`src/rtl/relay_pkg.sv`:
```
`default_nettype none
// +----------------------------------------------------------------------------+
// | Package    : relay_pkg                                                     |
// | Description: Shared types for the relay-computer control sequencer:       |
// |              sequencer state enum, register-index enum, opcode classes,   |
// |              opcode field masks/patterns and small decode helpers.        |
// | Revision   : 1.0  initial release                                         |
// +----------------------------------------------------------------------------+
package relay_pkg;

  typedef enum logic [4:0] {
    ST_IDLE = 5'd0,
    ST_F1   = 5'd1,
    ST_F2   = 5'd2,
    ST_DEC  = 5'd3,
    ST_MOV  = 5'd4,
    ST_SET  = 5'd5,
    ST_ALU  = 5'd6,
    ST_LD   = 5'd7,
    ST_ST   = 5'd8,
    ST_NOP  = 5'd9,
    ST_IX1  = 5'd10,
    ST_IX2  = 5'd11,
    ST_G1   = 5'd12,
    ST_G2   = 5'd13,
    ST_G3   = 5'd14,
    ST_G4   = 5'd15,
    ST_G5   = 5'd16,
    ST_HLT  = 5'd17
  } seqState_t;

  typedef enum logic [2:0] {
    REG_A  = 3'd0,
    REG_B  = 3'd1,
    REG_C  = 3'd2,
    REG_D  = 3'd3,
    REG_M1 = 3'd4,
    REG_M2 = 3'd5,
    REG_X  = 3'd6,
    REG_Y  = 3'd7
  } regIdx_t;

  typedef enum logic [3:0] {
    OP_MOV   = 4'd0,
    OP_SET   = 4'd1,
    OP_ALU   = 4'd2,
    OP_LD    = 4'd3,
    OP_ST    = 4'd4,
    OP_INCXY = 4'd5,
    OP_HALT  = 4'd6,
    OP_GOTO  = 4'd7,
    OP_NOP   = 4'd8
  } opClass_t;

  // Opcode field masks and the pattern each class must match under its mask.
  localparam logic [7:0] c_MASK_TOP2  = 8'hC0;
  localparam logic [7:0] c_MASK_TOP4  = 8'hF0;
  localparam logic [7:0] c_MASK_TOP6  = 8'hFC;
  localparam logic [7:0] c_MASK_FULL  = 8'hFF;
  localparam logic [7:0] c_PAT_MOV    = 8'h00;
  localparam logic [7:0] c_PAT_SET    = 8'h40;
  localparam logic [7:0] c_PAT_ALU    = 8'h80;
  localparam logic [7:0] c_PAT_LD     = 8'h90;
  localparam logic [7:0] c_PAT_ST     = 8'h98;
  localparam logic [7:0] c_PAT_INCXY  = 8'hB0;
  localparam logic [7:0] c_PAT_HALT   = 8'hAE;
  localparam logic [7:0] c_PAT_GOTO   = 8'hC0;

  function automatic opClass_t classify(input logic [7:0] inst);
    opClass_t cls;
    if ((inst & c_MASK_TOP2) == c_PAT_MOV)        cls = OP_MOV;
    else if ((inst & c_MASK_TOP2) == c_PAT_SET)   cls = OP_SET;
    else if ((inst & c_MASK_TOP2) == c_PAT_GOTO)  cls = OP_GOTO;
    else if ((inst & c_MASK_TOP4) == c_PAT_ALU)   cls = OP_ALU;
    else if ((inst & c_MASK_TOP6) == c_PAT_LD)    cls = OP_LD;
    else if ((inst & c_MASK_TOP6) == c_PAT_ST)    cls = OP_ST;
    else if ((inst & c_MASK_FULL) == c_PAT_INCXY) cls = OP_INCXY;
    else if ((inst & c_MASK_FULL) == c_PAT_HALT)  cls = OP_HALT;
    else                                          cls = OP_NOP;
    return cls;
  endfunction

  function automatic logic [7:0] signExt5(input logic [4:0] v);
    return {{3{v[4]}}, v};
  endfunction

endpackage
`default_nettype wire

```
`src/rtl/instruction_decoder.sv`:
```
`default_nettype none
// +----------------------------------------------------------------------------+
// | Module     : instruction_decoder                                           |
// | Description: Combinational split of the instruction register into an     |
// |              opcode class and its operand fields.                          |
// |   inst     in  8  instruction register contents                          |
// |   opClass  out    opcode class                                           |
// |   dstReg   out    destination register (MOV/SET/ALU/LD) or source (ST)   |
// |   srcReg   out    MOV source register                                    |
// |   aluFn    out 3  ALU function code                                      |
// |   cond     out 3  GOTO condition bits {s,c,z}                            |
// |   immValue out 8  sign-extended SET immediate                            |
// | Revision   : 1.0  initial release                                         |
// +----------------------------------------------------------------------------+
module instruction_decoder
  import relay_pkg::*;
(
  input  logic [7:0] inst,
  output opClass_t   opClass,
  output regIdx_t    dstReg,
  output regIdx_t    srcReg,
  output logic [2:0] aluFn,
  output logic [2:0] cond,
  output logic [7:0] immValue
);

  always_comb begin
    opClass  = classify(inst);
    dstReg   = REG_A;
    srcReg   = REG_A;
    aluFn    = inst[2:0];
    cond     = inst[5:3];
    immValue = signExt5(inst[4:0]);
    case (opClass)
      OP_MOV: begin
        dstReg = regIdx_t'(inst[5:3]);
        srcReg = regIdx_t'(inst[2:0]);
      end
      OP_SET:  dstReg = inst[5] ? REG_B : REG_A;
      OP_ALU:  dstReg = inst[3] ? REG_D : REG_A;
      // LD/ST only reach A..D, so the top index bit is always zero.
      OP_LD,
      OP_ST:   dstReg = regIdx_t'({1'b0, inst[1:0]});
      default: ;
    endcase
  end

endmodule
`default_nettype wire

```
`src/rtl/control_sequencer.sv`:
```
`default_nettype none
// +----------------------------------------------------------------------------+
// | Module     : control_sequencer                                             |
// | Description: Hard-wired state-machine sequencer for the relay computer.   |
// |              Fetches through the program-control unit, decodes the held   |
// |              instruction register and drives one control state per clock.|
// |   clk, rst_n          clock, async active-low reset                      |
// |   run                 start a new instruction at each boundary           |
// |   inst                held instruction register                          |
// |   zero/carry/sign     latched ALU flags (used in G5 only)                |
// |   Ld*                 single-cycle load strobes                          |
// |   Sel*                bus-drive selects                                   |
// |   imm_en/imm_value    SET immediate onto the data bus                    |
// |   alu_en/AluFunctionCode  ALU result onto the data bus                   |
// |   MemRead/MemWrite/Halt   memory and halt lines                          |
// | Revision   : 1.0  initial release                                         |
// +----------------------------------------------------------------------------+
module control_sequencer
  import relay_pkg::*;
(
  input  logic       clk,
  input  logic       rst_n,
  input  logic       run,
  input  logic [7:0] inst,
  input  logic       zero,
  input  logic       carry,
  input  logic       sign,
  output logic       LdA,
  output logic       LdB,
  output logic       LdC,
  output logic       LdD,
  output logic       LdM1,
  output logic       LdM2,
  output logic       LdX,
  output logic       LdY,
  output logic       LdXY,
  output logic       LdJ1,
  output logic       LdJ2,
  output logic       LdInst,
  output logic       LdPC,
  output logic       LdINC,
  output logic       LdCC,
  output logic       SelA,
  output logic       SelB,
  output logic       SelC,
  output logic       SelD,
  output logic       SelM1,
  output logic       SelM2,
  output logic       SelX,
  output logic       SelY,
  output logic       SelM,
  output logic       SelXY,
  output logic       SelJ,
  output logic       SelPC,
  output logic       SelINC,
  output logic       imm_en,
  output logic [7:0] imm_value,
  output logic       alu_en,
  output logic [2:0] AluFunctionCode,
  output logic       MemRead,
  output logic       MemWrite,
  output logic       Halt
);

  seqState_t  r_state;
  seqState_t  w_nextState;
  seqState_t  w_boundary;
  opClass_t   w_opClass;
  regIdx_t    w_dstReg;
  regIdx_t    w_srcReg;
  logic [2:0] w_aluFn;
  logic [2:0] w_cond;
  logic [7:0] w_immValue;
  logic       w_taken;
  logic [7:0] w_ldReg;
  logic [7:0] w_selReg;

  instruction_decoder u_decoder (
    .inst     (inst),
    .opClass  (w_opClass),
    .dstReg   (w_dstReg),
    .srcReg   (w_srcReg),
    .aluFn    (w_aluFn),
    .cond     (w_cond),
    .immValue (w_immValue)
  );

  // cond = {s, c, z}; an all-zero condition field is an unconditional jump.
  assign w_taken = (w_cond == 3'b000) | (w_cond[2] & sign) |
                   (w_cond[1] & carry) | (w_cond[0] & zero);

  // Where every instruction goes after its last execute state.
  assign w_boundary = run ? ST_F1 : ST_IDLE;

  always_ff @(posedge clk or negedge rst_n) begin
    if (!rst_n) r_state <= ST_IDLE;
    else        r_state <= w_nextState;
  end

  always_comb begin
    w_nextState = r_state;
    case (r_state)
      ST_IDLE: w_nextState = run ? ST_F1 : ST_IDLE;
      ST_F1:   w_nextState = ST_F2;
      ST_F2:   w_nextState = ST_DEC;
      ST_DEC: begin
        case (w_opClass)
          OP_MOV:   w_nextState = ST_MOV;
          OP_SET:   w_nextState = ST_SET;
          OP_ALU:   w_nextState = ST_ALU;
          OP_LD:    w_nextState = ST_LD;
          OP_ST:    w_nextState = ST_ST;
          OP_INCXY: w_nextState = ST_IX1;
          OP_HALT:  w_nextState = ST_HLT;
          OP_GOTO:  w_nextState = ST_G1;
          default:  w_nextState = ST_NOP;
        endcase
      end
      ST_IX1:  w_nextState = ST_IX2;
      ST_G1:   w_nextState = ST_G2;
      ST_G2:   w_nextState = ST_G3;
      ST_G3:   w_nextState = ST_G4;
      ST_G4:   w_nextState = ST_G5;
      ST_MOV, ST_SET, ST_ALU, ST_LD, ST_ST, ST_NOP, ST_IX2, ST_G5:
               w_nextState = w_boundary;
      ST_HLT:  w_nextState = ST_HLT;
      default: w_nextState = ST_IDLE;
    endcase
  end

  // Moore output decode: state plus the held instruction register.
  always_comb begin
    w_ldReg         = '0;
    w_selReg        = '0;
    LdXY            = 1'b0;
    LdJ1            = 1'b0;
    LdJ2            = 1'b0;
    LdInst          = 1'b0;
    LdPC            = 1'b0;
    LdINC           = 1'b0;
    LdCC            = 1'b0;
    SelM            = 1'b0;
    SelXY           = 1'b0;
    SelJ            = 1'b0;
    SelPC           = 1'b0;
    SelINC          = 1'b0;
    imm_en          = 1'b0;
    imm_value       = '0;
    alu_en          = 1'b0;
    AluFunctionCode = '0;
    MemRead         = 1'b0;
    MemWrite        = 1'b0;
    Halt            = 1'b0;
    case (r_state)
      ST_F1, ST_G1: begin
        SelPC   = 1'b1;
        MemRead = 1'b1;
        LdINC   = 1'b1;
        if (r_state == ST_F1) LdInst = 1'b1;
        else                  LdJ1   = 1'b1;
      end
      ST_G3: begin
        SelPC   = 1'b1;
        MemRead = 1'b1;
        LdJ2    = 1'b1;
        LdINC   = 1'b1;
      end
      ST_F2, ST_G2, ST_G4: begin
        SelINC = 1'b1;
        LdPC   = 1'b1;
      end
      ST_MOV: begin
        // A self-move leaves the bus undriven, so the register loads zero.
        w_ldReg[w_dstReg] = 1'b1;
        if (w_srcReg != w_dstReg) w_selReg[w_srcReg] = 1'b1;
      end
      ST_SET: begin
        imm_en            = 1'b1;
        imm_value         = w_immValue;
        w_ldReg[w_dstReg] = 1'b1;
      end
      ST_ALU: begin
        alu_en            = 1'b1;
        AluFunctionCode   = w_aluFn;
        LdCC              = 1'b1;
        w_ldReg[w_dstReg] = 1'b1;
      end
      ST_LD: begin
        SelM              = 1'b1;
        MemRead           = 1'b1;
        w_ldReg[w_dstReg] = 1'b1;
      end
      ST_ST: begin
        SelM               = 1'b1;
        w_selReg[w_dstReg] = 1'b1;
        MemWrite           = 1'b1;
      end
      ST_IX1: begin
        SelXY = 1'b1;
        LdINC = 1'b1;
      end
      ST_IX2: begin
        SelINC = 1'b1;
        LdXY   = 1'b1;
      end
      ST_G5: begin
        if (w_taken) begin
          SelJ = 1'b1;
          LdPC = 1'b1;
        end
      end
      ST_HLT:  Halt = 1'b1;
      default: ;
    endcase
  end

  assign LdA   = w_ldReg[REG_A];
  assign LdB   = w_ldReg[REG_B];
  assign LdC   = w_ldReg[REG_C];
  assign LdD   = w_ldReg[REG_D];
  assign LdM1  = w_ldReg[REG_M1];
  assign LdM2  = w_ldReg[REG_M2];
  assign LdX   = w_ldReg[REG_X];
  assign LdY   = w_ldReg[REG_Y];
  assign SelA  = w_selReg[REG_A];
  assign SelB  = w_selReg[REG_B];
  assign SelC  = w_selReg[REG_C];
  assign SelD  = w_selReg[REG_D];
  assign SelM1 = w_selReg[REG_M1];
  assign SelM2 = w_selReg[REG_M2];
  assign SelX  = w_selReg[REG_X];
  assign SelY  = w_selReg[REG_Y];

endmodule
`default_nettype wire
```
`config.mk`:
```
export PLATFORM = sky130hd
export DESIGN_NAME = control_sequencer
export DESIGN_NICKNAME = d
export VERILOG_FILES = /design/src/rtl/relay_pkg.sv /design/src/rtl/instruction_decoder.sv /design/src/rtl/control_sequencer.sv
export SDC_FILE = /design/constraint.sdc
export NUM_CORES = 1
export LEC_CHECK = 0
export ABC_CLOCK_PERIOD_IN_PS = 3800
export CORE_MARGIN = 1
export CORE_UTILIZATION = 45
export CTS_CLUSTER_DIAMETER = 60
export DETAILED_ROUTE_END_ITERATION = 6
export PLACE_DENSITY = 0.88
export SETUP_SLACK_MARGIN = 0.4
export SYNTH_ARGS = -nofsm -noshare
export SYNTH_HDL_FRONTEND = slang
export SYNTH_SLANG_ARGS = --single-unit
```
`constraint.sdc`:
```
create_clock -name clk -period 3.8 [get_ports clk]
set_input_delay 0.38 -clock clk [delete_from_list [all_inputs] [get_ports clk]]
set_output_delay 0.38 -clock clk [all_outputs]
set_load 0.05 [all_outputs]
```
Figure 1. Cell placement (run 1).
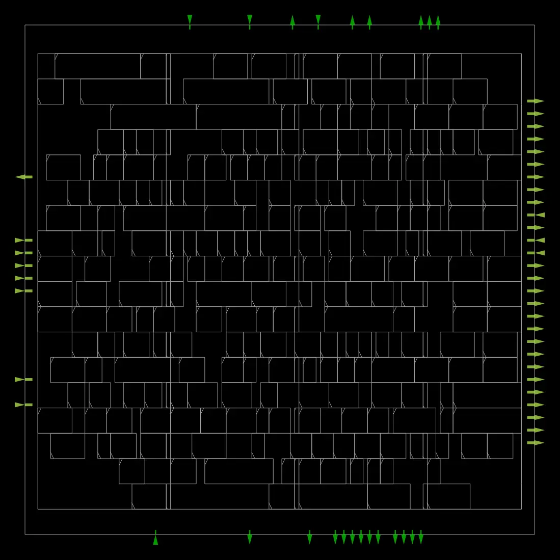
number of sequential storage elements: 5
number of standard cells in the final layout excluding fillers: 270
flop share of the area: 0.0671

Figure 2. The metal 3 layer (run 1).
The bar under the picture is 20 um long.
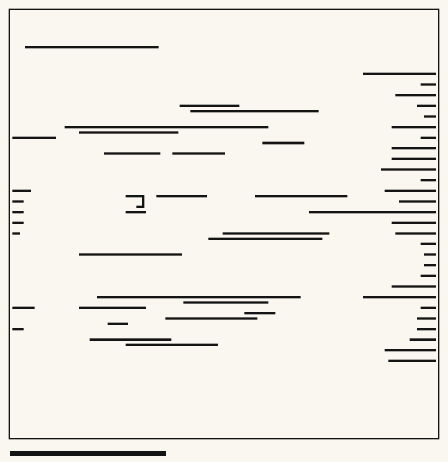
longest straight run: 25.8 um
share of all routed wire: 9.9%
main direction: horizontal
nets with wire on the layer: 54
wire length on this layer: 384 um
via count: 1660
total length of routed wires: 3880 um
met3 track demand over resource in global routing: 0.0472

==> run notes, run 1 <==
The following summarizes the physical implementation.

Final layout
The finished cells cover 1860 um2. The sequential cell area is 125 um2. The final layout net count is 255. Relative to the synthesized area, the layout overhead comes to 48.9%. The commonest non-fill, non-tap cell in the layout is sky130_fd_sc_hd__clkdlybuf4s50_1.

The number of flip-flops under the largest register name is 5. Measured on the final layout, the clock distribution area share stands at 0.0141. The final report gives the core utilization as 0.733. The largest register by flop count is r_state. Counting the inverters off the clock network in the layout gives 4.

Synthesis
The number of nets in the synthesized netlist is 209. The cell type with the largest total area after synthesis is sky130_fd_sc_hd__dfrtp_1. Per the synthesis report, the number of distinct cell types is 51.

The cell area after synthesis is 1250 um2. The commonest register cell is sky130_fd_sc_hd__dfrtp_1. Yosys mapped a number of flops with a built-in enable equal to 0. The synthesis report lists the most area-consuming cells as sky130_fd_sc_hd__dfrtp_1, sky130_fd_sc_hd__nor2_1, sky130_fd_sc_hd__nor2b_1, sky130_fd_sc_hd__nand2_1, sky130_fd_sc_hd__a21oi_1.

Outcome
The run finished with clean final reports.

Placement
The post-DP HPWL is 2920 um.

Worst setup path
The endpoint type of the worst setup path is a primary output. The nature of the critical path startpoint is a primary input. The critical path's slowest stage uses the library cell sky130_fd_sc_hd__clkdlybuf4s50_1. Traced cell by cell, the critical path runs through clkdlybuf4s50_1 -> nand4b_1 -> nor3b_2 -> o31ai_2 -> nor3b_1 -> or4_1 -> o221ai_1 -> buf_12.

Die
The number of tap instances is 30. The floorplan step records an initial core utilization of 0.492.

Global routing
The first global-routing pass estimated 6070 um of wire.

Drt
According to the report, the first pass of detailed routing completed in 4 iterations.

Pwr
Per the OpenROAD power report, leakage power amounts to 0.769 nW.

Clock network
Per the TritonCTS log, the buffer count is 3. The insertion delay to the later sink of the worst-skew pair is 260 ps. The CTS root buffer is sky130_fd_sc_hd__clkbuf_4.

Final timing
For the pin with the worst max-slew slack, the measured transition is 657 ps. Setup repair after global routing could not meet its margin everywhere.

Worst hold path
The class of the tightest hold or removal check is in -> async.

Flow run
In this run the tools logged warnings totalling 27.
Figure 3. Sizing map (run 1).
The bar under the picture is 20 um long.
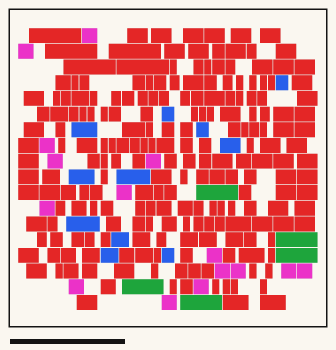
| size | color | cells | most used |
|---|---|---|---|
| _0 and _1 cells | red | 209 | clkdlybuf4s50_1 |
| _3 and _4 cells | magenta | 15 | buf_4 |
| _6 and larger | green | 5 | buf_12 |
| _2 cells | blue | 11 | or2_2 |

Figure 4. Signal wires by layer (run 1).
The bar under the picture is 20 um long.
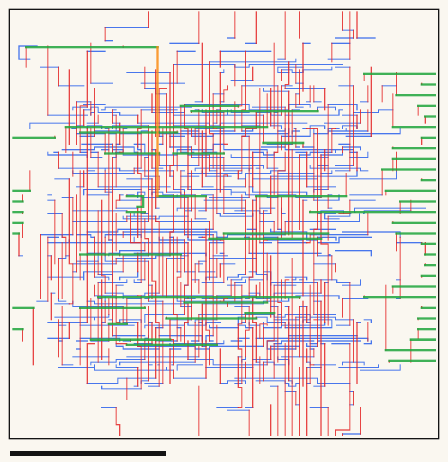
| layer | color | wire length |
|---|---|---|
| metal 2 | red | 1800 um |
| metal 1 | blue | 1680 um |
| metal 3 | green | 384 um |
| metal 4 | orange | 19.0 um |

==> run 1: path summary, 6_finish.rpt <==
check	from	end	cells past startpoint	slack, ps
setup / recovery	inst[1]	SelA	8	540
hold / removal	rst_n	r_state[0]$_DFF_PN0_	1	340
setup reg to reg	r_state[0]$_DFF_PN0_	r_state[4]$_DFF_PN0_	4	2170
hold reg to reg	r_state[2]$_DFF_PN0_	r_state[0]$_DFF_PN0_	2	750
max in group asynchronous	rst_n	r_state[4]$_DFF_PN0_	1	3280
min in group clk	r_state[2]$_DFF_PN0_	r_state[0]$_DFF_PN0_	2	750
==> run 1: what timing repair did <==
action,in CTS,in global routing
hold buffers,0,0
gates resized,0,5
hold endpoints to repair,0,0
endpoints found under the setup margin,0,6
==> run 1: cells by family (layout without fill, tap and decap cells) <==
kind of cell | Yosys count | count (layout) | synth area share
XOR/XNOR | 1 | 1 | 0.00699
multiplexers | 3 | 3 | 0.0240
flip-flops | 5 | 5 | 0.0999
AND/OR/NAND/NOR | 109 | 109 | 0.470
buffers and inverters | 25 | 70 | 0.104
AND-OR/OR-AND | 52 | 52 | 0.296
==> run 1: per-stage QoR <==
stage | instances | power [W] | hold WS, ps
finish | 270 | 0.00102 | 336
global route | 270 | 0.00109 | 347
CTS | 270 | 0.00101 | 335
detailed placement | 266 | 0.000944 | 612
global placement | 266 | 0.000935 | 605
floorplan | 195 | 0.000721 | 84.4
==> run 1: report_power, final <==
part / internal (W) / switching, W / leakage, nW
clock network: 0.0000399 / 0.0000249 / 0.0150
logic: 0.000278 / 0.000522 / 0.690
registers: 0.0000743 / 0.0000782 / 0.0644
==> run 1: metal layers <==
metal	vias to the layer above	part of all wire	track usage
met5	-	0	0
met4	0	0.0049	0.0470
met3	2	0.099	0.0472
met2	89	0.46	0.440
met1	757	0.43	0.383
li1	812	-	-
==> run 2: changes to the inputs <==
--- a/config.mk
+++ b/config.mk
@@ -5,12 +5,13 @@
 export SDC_FILE = /design/constraint.sdc
 export NUM_CORES = 1
 export LEC_CHECK = 0
+export ABC_AREA = 1
 export ABC_CLOCK_PERIOD_IN_PS = 3800
 export CORE_MARGIN = 1
-export CORE_UTILIZATION = 45
+export CORE_UTILIZATION = 44
 export CTS_CLUSTER_DIAMETER = 60
 export DETAILED_ROUTE_END_ITERATION = 6
-export PLACE_DENSITY = 0.88
+export PLACE_DENSITY = 0.89
 export SETUP_SLACK_MARGIN = 0.4
 export SYNTH_ARGS = -nofsm -noshare
 export SYNTH_HDL_FRONTEND = slang
Figure 5. I/O pins on the die edge (run 2).
The bar under the picture is 20 um long. Pins as bars across the die edge, other pins in gray.
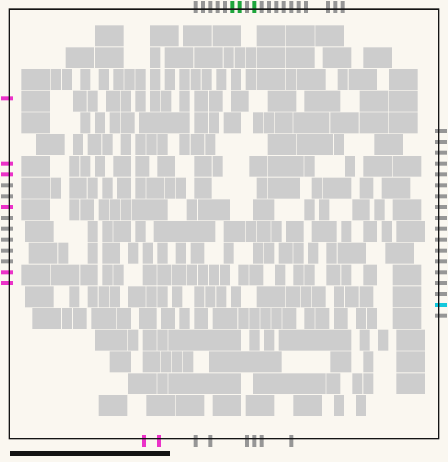
| port | color | pins | direction | edge |
|---|---|---|---|---|
| LdInst | cyan | 1 | output | east |
| inst | magenta | 8 | input | 6 west, 2 south |
| AluFunctionCode | green | 3 | output | north |
width of the chip: 53.6 um
number of input and output port buffers inserted: 57

Figure 6. Signal wires by layer (run 2).
The bar under the picture is 20 um long.
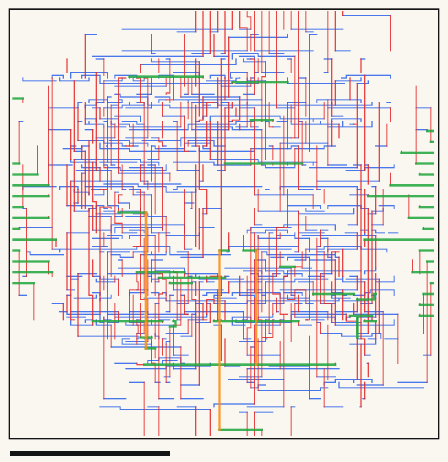
| layer | color | wire length |
|---|---|---|
| metal 4 | orange | 53.7 um |
| metal 3 | green | 204 um |
| metal 1 | blue | 1600 um |
| metal 2 | red | 1610 um |
Routed wire per std cell: 11.6 um
total length of routed wires: 3460 um
GRT Overall Usage: 0.253
via count: 1610

==> run notes, run 2 <==
The following summarizes the physical implementation.

Synthesis
The cell type with the largest total area after synthesis is sky130_fd_sc_hd__nand2_1. The cell area after synthesis is 1170 um2. The post-synth tally of flip-flops with integrated enable is 0. Looking at the cell usage after synthesis, the top flip-flop cell is sky130_fd_sc_hd__dfrtp_1. Counting distinct cell types in the post-synthesis netlist gives 28.

By area the synthesized netlist is led by sky130_fd_sc_hd__nand2_1, sky130_fd_sc_hd__nor2_1, sky130_fd_sc_hd__dfrtp_1, sky130_fd_sc_hd__nand3_1, sky130_fd_sc_hd__inv_1.

Final layout
The finished cells cover 1750 um2. The final layout net count is 283. The area overhead of the layout relative to synthesis is 49.9%.

The library cell used most frequently in the layout, excluding fill and tap cells, is sky130_fd_sc_hd__clkdlybuf4s50_1. The filler-free cell count of the finished design is 298. The number of flip-flops under the largest register name is 5.

r_state holds more flip-flops than any other register.

Clock network
The tree is rooted in a sky130_fd_sc_hd__clkbuf_4. The number of resized instances in the post-cts repair step is 0. In this run, post-CTS hold repair placed 0 buffers.

The insertion delay to the later sink of the worst-skew pair is 260 ps.

Final timing
Setup repair after global routing left no endpoint under its margin. The measured slew at the worst slew-check pin is 521 ps. Hold is met by 339 ps.

Worst setup path
Traced cell by cell, the critical path runs through clkdlybuf4s50_1 -> nor2_2 -> nand2_2 -> inv_2 -> nand2_1 -> o21ai_0 -> inv_2 -> nand3_4 -> nand2_1 -> nand2_1 -> clkdlybuf4s50_1. STA classifies the critical path startpoint as a primary input. The endpoint type of the worst setup path is a primary output.

The cell with the largest stage delay on the worst path is sky130_fd_sc_hd__clkdlybuf4s50_1. In this run the register-to-register setup slack is 2320 ps. The critical path endpoint is SelC.

The launch point of the worst register-to-register path is recorded as r_state[0]$_DFF_PN0_.

Pwr
Overall power consumption after layout is estimated at 0.000800 W. The static power due to leakage is 0.765 nW. The part of the power in the clock network is 0.083. The internal portion of total power is 0.000303 W.

The part of the total power dissipated in combinational logic is 0.807. The power report attributes to the sequential group a share of 0.110. Of the total power, the share spent switching nets is 0.622. The script extracted a net switching power of 0.000497 W.

Die
In the floorplan report the effective utilization is 0.468.

Outcome
The flow ran to the end, and the final reports show no timing, DRC or antenna violations.

Worst hold path
According to the hold report, the worst path is of the in -> async type.

Drt
The first TritonRoute pass finished after 4 iterations.

Flow run
Summing over the stages, the warning tally comes to 26.

Global routing
The first-pass GRT wire length is 5270 um.
run 2: cell count changes after synthesis, sizes merged, moves of 6 or more:
cell / previous run / this run
and3: 8 / 0
nand4: 0 / 6
a21oi: 12 / 6
inv: 4 / 32
nand2: 17 / 62
clkbuf: 10 / 0
nor2: 27 / 48
nor2b: 10 / 0
nand3: 8 / 18
run 2: worst max-delay path: cells and delay by family:
kind | cells | cell delay, ps
and+or+nand+nor | 6 | 800
buffers and inverters | 4 | 1530
AOI/OAI and AO/OA | 1 | 100
run 2: power by group through the flow:
| stage | sequential [W] | combinational, W | clock, W |
|---|---|---|---|
| 2_1_floorplan | 0.0000850 | 0.000461 | 0 |
| 4_1_cts | 0.0000878 | 0.000644 | 0.0000675 |
| 3_3_place_gp | 0.0000883 | 0.000637 | 0 |
| 5_1_grt | 0.0000912 | 0.000690 | 0.0000743 |
| 3_5_place_dp | 0.0000885 | 0.000642 | 0 |
| 6_report | 0.0000883 | 0.000646 | 0.0000665 |
run 2: final cells by class:
cell class                      count  area [um2]
Timing Repair Buffer               58         578
Clock buffer                        4        26.3
Sequential cell                     5         125
Fill cell                         236         746
Multi-Input combinational cell    168         863
Inverter                           33         124
Tap cell                           30        37.5
run 2: cells by family (layout without fill, tap and decap cells):
kind of cell,Yosys count,after routing,synth area share
AOI/OAI and AO/OA,19,19,0.112
DFF,5,5,0.107
and+or+nand+nor,149,149,0.626
buffers and inverters,40,95,0.155
run 2: layer usage:
layer / share of wire / vias up / track usage
li1: - / 795 / -
met1: 0.46 / 737 / 0.326
met2: 0.47 / 72 / 0.421
met3: 0.059 / 6 / 0.0452
met4: 0.015 / 0 / 0.0877
met5: 0 / - / 0
Power is estimated from default activity; no workload was simulated.
